Figure 1. Met1 routing.
Bar = 20 um.
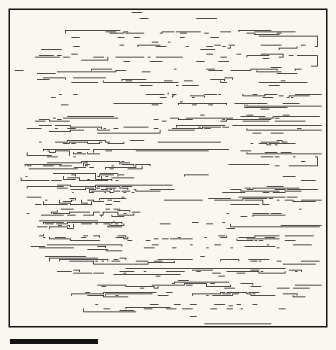
Figure 2. M2 wires.
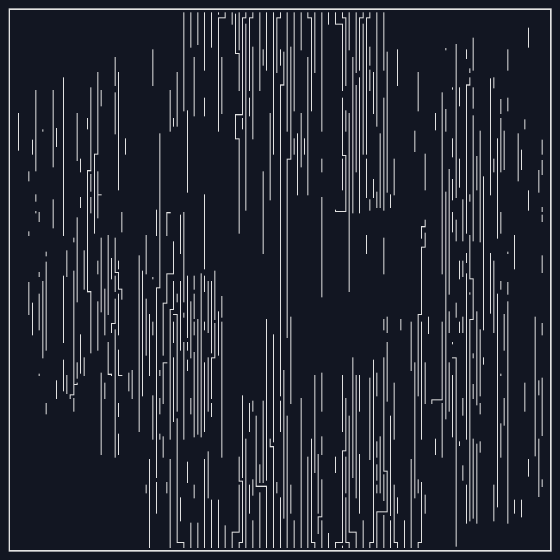
Figure 3. Met3 routing.
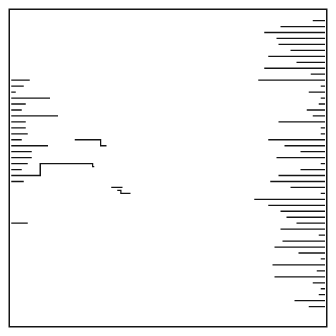
Figure 4. Track usage over the die.
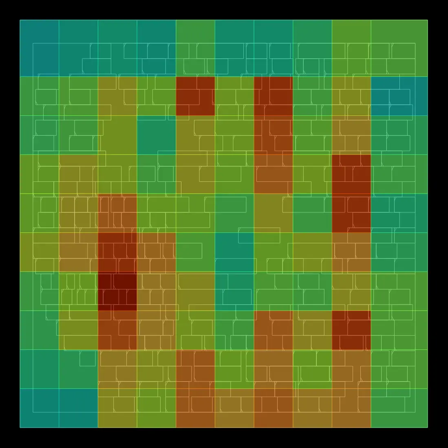
===== src/rtl/fifo_wr_arbiter.sv =====
// Round-robin arbiter merging NUM_REQ pixel streams into one write FIFO; grant decided one cycle after request.
// FIFO_ARB_BURST_LOCK_EN: hold a grant up to BURST_LEN beats or req_last; otherwise one beat per grant.
module fifo_wr_arbiter #(
  parameter int NUM_REQ    = 4,
  parameter int DATA_WIDTH = 24,
  parameter int BURST_LEN  = 16
) (
  input  logic                          clk,
  input  logic                          rst,
  input  logic [NUM_REQ-1:0]            req_valid,
  output logic [NUM_REQ-1:0]            req_ready,
  input  logic [NUM_REQ*DATA_WIDTH-1:0] req_data,
  input  logic [NUM_REQ-1:0]            req_last,
  input  logic                          fifo_full,
  output logic                          fifo_wrt,
  output logic [DATA_WIDTH-1:0]         fifo_idata,
  output logic [$clog2(NUM_REQ)-1:0]    grant_id,
  output logic                          busy
);
  localparam int GW = $clog2(NUM_REQ);

  typedef enum logic {IDLE, BURST} state_t;

  state_t        state;
  logic [GW-1:0] last_grant;
  logic [GW-1:0] winner;
  logic          active;
  logic          beat;
  logic          burst_end;
  int            idx;

  // Walk offsets from far to near so the nearest valid index after last_grant wins.
  always_comb begin
    winner = last_grant;
    idx    = 0;
    for (int off = NUM_REQ; off >= 1; off--) begin
      idx = int'(last_grant) + off;
      if (idx >= NUM_REQ) idx = idx - NUM_REQ;
      if (req_valid[idx]) winner = GW'(idx);
    end
  end

  // Reset forces every output quiet even before the state register clears.
  assign active = (state == BURST) && !rst;
  assign busy   = active;

  always_comb begin
    req_ready = '0;
    if (active) req_ready[grant_id] = ~fifo_full;
  end

  assign fifo_wrt   = active & req_valid[grant_id] & ~fifo_full;
  assign fifo_idata = active ? req_data[int'(grant_id)*DATA_WIDTH +: DATA_WIDTH] : '0;
  assign beat       = fifo_wrt;

`ifdef FIFO_ARB_BURST_LOCK_EN
  logic [7:0] beat_cnt;

  assign burst_end = beat & (req_last[grant_id] | (beat_cnt == 8'(BURST_LEN - 1)));

  always_ff @(posedge clk) begin
    if (rst)                 beat_cnt <= '0;
    else if (state == IDLE)  beat_cnt <= '0;
    else if (beat)           beat_cnt <= beat_cnt + 8'd1;
  end
`else
  logic unused_cfg;
  assign unused_cfg = ^{req_last, 8'(BURST_LEN)};
  assign burst_end  = beat;
`endif

  always_ff @(posedge clk) begin
    if (rst) begin
      state      <= IDLE;
      grant_id   <= '0;
      last_grant <= GW'(NUM_REQ - 1);
    end else begin
      case (state)
        IDLE: begin
          if (|req_valid) begin
            grant_id <= winner;
            state    <= BURST;
          end
        end
        BURST: begin
          if (burst_end) begin
            state      <= IDLE;
            last_grant <= grant_id;
          end
        end
        default: state <= IDLE;
      endcase
    end
  end
endmodule

===== config.mk =====
export PLATFORM = sky130hd
export DESIGN_NAME = fifo_wr_arbiter
export DESIGN_NICKNAME = d
export VERILOG_FILES = /design/src/rtl/fifo_wr_arbiter.sv
export SDC_FILE = /design/constraint.sdc
export NUM_CORES = 1
export LEC_CHECK = 0
export CAP_MARGIN = 20
export CORE_MARGIN = 2
export CORE_UTILIZATION = 24
export CTS_BUF_LIST = sky130_fd_sc_hd__clkbuf_8
export CTS_CLUSTER_DIAMETER = 120
export DETAILED_ROUTE_END_ITERATION = 16
export PLACE_DENSITY = 0.89
export SLEW_MARGIN = 10
export SYNTH_ARGS = -nofsm -noshare
export SYNTH_HDL_FRONTEND = slang
export SYNTH_SLANG_ARGS = --single-unit

===== constraint.sdc =====
create_clock -name clk -period 1.43 [get_ports clk]
set_input_delay 0.286 -clock clk [delete_from_list [all_inputs] [get_ports clk]]
set_output_delay 0.286 -clock clk [all_outputs]
set_load 0.02 [all_outputs]

==> reports/metrics.cfg <==
[detailed_routing]
drcViolationCount = 0
vias_per_cell = 4.875
drt_iter0_markers = 35
dr.pass1.iters = 4
postRouteAntennaNets = 0

[yosys]
avgSynthCellArea_um2 = 10.81
yosys_cells = 103
fp_nets = 210
post_synth_inst_count = 103
synth_area_mm2 = 0.001114
yosysUniqueCellTypes = 27
ys_seq_elements = 5
yosys_area_mm2 = 0.001114
synth_warnings = 0
postSynthSeqShare = 0.08989

[setup_path]
crit_type = reg2out
required_ns = 1.14
cp-end-kind = output pin
path_max_fanout = 7
r2r-start = grant_id[0]
critPathLaunchType = register
critical_path_arrival_ns = 1.58
worstSetupStartpoint = grant_id[0]

[final_layout]
fin_nets = 367
drive_gt1_frac = 0.4826
areaGrowthSynthToFinish_pct = 176.9
layout.cells.non_filler = 311
antenna_cells = 0
num-fill-cells = 334
seq_area_um2 = 107.6
comb_area_mm2 = 0.001167

[sta]
tightest_slew_ns = 0.2676
finClkSkew_ns = 0.003252
setup_tns_ns = -10.60
worst_slack_ns = -0.4392
drv_slew = 0
rsz0062_at_grt = true
relSlewSlack = 0.8203
min_period_ns = 1.869
hold_viol = 0
setup_viol = 32
period_used_share = 1.307
fmax_mhz = 535.0

[clock_tree]
cts_tree = done
hold_buffers = 0
clk_pin_slew_ns = 0.04
worstSkewPairLatency_ns = 0.23
numClockSinks = 5
cts.path.max_buffers = 2
htree_levels = 1
cts_root_buf = clkbuf_8
cts_made_buffers = 3

[place]
gp_congestion = 0.7873
dp_slack_ns = -0.8327
portBuffers = 134
dp.cells = 297
dp_hpwl_um = 3970

[die]
die-area_mm2 = 0.005201
fp.dieW_um = 72.12
rows = 24
io_pins = 139
core_area_mm2 = 0.004414
fp.dieH_um = 72.12
fp_util = 0.2523

[min_path]
worstHoldPathType = reg2reg
hp-start = last_grant[0]

[grt]
antenna_found_initial = 0
grt_pass1_wl_um = 8190
grt_pass1_vias = 1619
overflow = 0
grt_max_degree = 18

[run_status]
outcome = complete, but fails checks
violations = setup timing

[pwr]
p_leak_nw = 1.257
power_density_mw_per_mm2 = 506.5
vdd_drop_max_uv = 407.4

[job]
warnings = 33
drv_cap = 0

-- Figure 1 (at the start) --
main direction	horizontal
wire length on this layer	1970 um
nets with wire on the layer	303
WL final: 5348 um
met1 usage: 0.2314
routed via count: 1516

-- Figure 2 (at the start) --
wire length on this layer	2940 um
nets with wire on the layer	330
share of all routed wire	55%
main direction	vertical
GR Util met2: 0.3884

-- Figure 3 (at the start) --
main direction	horizontal
wire length on this layer	439 um
nets with wire on the layer	71
longest straight run	15.8 um
share of all routed wire	8.2%
met3 Use GR: 0.04306

-- Figure 4 (at the start) --
wire per inst: 17.20 um
final core utilization: 0.6984
Global Route Usage Sum: 0.2013
layer with the highest usage: met2

-- what timing repair did --
action,CTS,global route
gates cloned,2,0
pin swaps,5,0
setup buffers,9,1
endpoints found under the setup margin,37,36
resized,201,19
-- routing by layer --
metal	share of wire	track usage	wire [um]
met1	0.37	0.2314	1969
met2	0.55	0.3884	2940
met3	0.082	0.04306	438
met4	0	0.02516	0
met5	0	0	0
-- flip-flops by register name, summed over array words and instances, names as in the netlist --
name        count
grant_id        2
last_grant      2
state           1
-- placed cells by master (no fill, tap or decap), drive strengths merged --
master	Yosys	layout
buf	8	59
clkdlybuf4s15	0	1
nor2b	24	24
nor4	5	5
mux4	24	24
nor2	6	6
clkbuf	2	3
o21a	1	1
nand2b	4	4
clkdlybuf4s50	0	96
mux2i	2	2
dlymetal6s2s	0	3
dfxtp	5	5
o41a	1	1
inv	5	6
a211oi	1	1
o211ai	2	2
o21ai	4	4
a221oi	1	1
a2111oi	1	1
and3	3	3
dlygate4sd2	0	3
nand2	2	2
a21oi	2	2
-- cells by family after synthesis --
| kind of cell | count (synthesis) | synth area share |
|---|---|---|
| multiplexers | 26 | 0.5034 |
| AND/OR/NAND/NOR | 44 | 0.2483 |
| AND-OR/OR-AND | 13 | 0.08538 |
| buffers and inverters | 15 | 0.07302 |
| flip-flops | 5 | 0.08989 |
-- metrics by stage --
stage | hold WS [ns] | power [mW] | cell area [um^2]
6_report | 0.4939 | 1.561 | 3083
5_1_grt | 0.5249 | 1.644 | 3083
4_1_cts | 0.4957 | 1.572 | 3052
3_5_place_dp | 0.4907 | 1.133 | 2749
3_3_place_gp | 0.4742 | 1.108 | 2749
2_1_floorplan | 0.3477 | 0.6646 | 1261
-- synthesized netlist by cell type, drive strengths merged --
cell	count	share of area
o211ai	2	0.013
o21ai	4	0.018
nor2b	24	0.13
a21oi	2	0.0090
o41a	1	0.010
dfxtp	5	0.090
clkbuf	2	0.0079
and3	3	0.017
mux4	24	0.49
nor4	5	0.047
nand2b	4	0.022
a211oi	1	0.0067
buf	8	0.046
a221oi	1	0.0079
o21a	1	0.0067
nand2	2	0.0067
mux2i	2	0.018
a2111oi	1	0.013
nor2	6	0.020
inv	5	0.019
-- report_power, final --
| group | internal [mW] | switching [mW] | total, mW |
|---|---|---|---|
| registers | 0.153 | 0.0257 | 0.179 |
| clock network | 0.186 | 0.0854 | 0.271 |
| logic | 0.742 | 0.370 | 1.11 |
-- critical path, stage by stage (launching register included) --
cell and delay [ns]:
dfxtp_4 0.41, buf_12 0.16, mux4_2 0.52, nor2b_4 0.15, buf_6 0.12
-- layout make-up --
class | instances | area share
clock buffer | 3 | 0.01339
clock inverter | 1 | 0.001218
inverter | 5 | 0.006899
multi-input combinational | 83 | 0.3787
sequential | 5 | 0.03490
tap | 52 | 0.02110
timing repair buffer | 162 | 0.5438
-- path summary, 6_finish.rpt --
kind	slack (ns)	end	cells after the start
setup / recovery	-0.44	fifo_idata[8]	4
hold / removal	0.49	last_grant[0]	2
setup reg to reg	-0.06	last_grant[0]	8
hold reg to reg	0.49	last_grant[0]	2
Power is estimated from default activity; no workload was simulated.
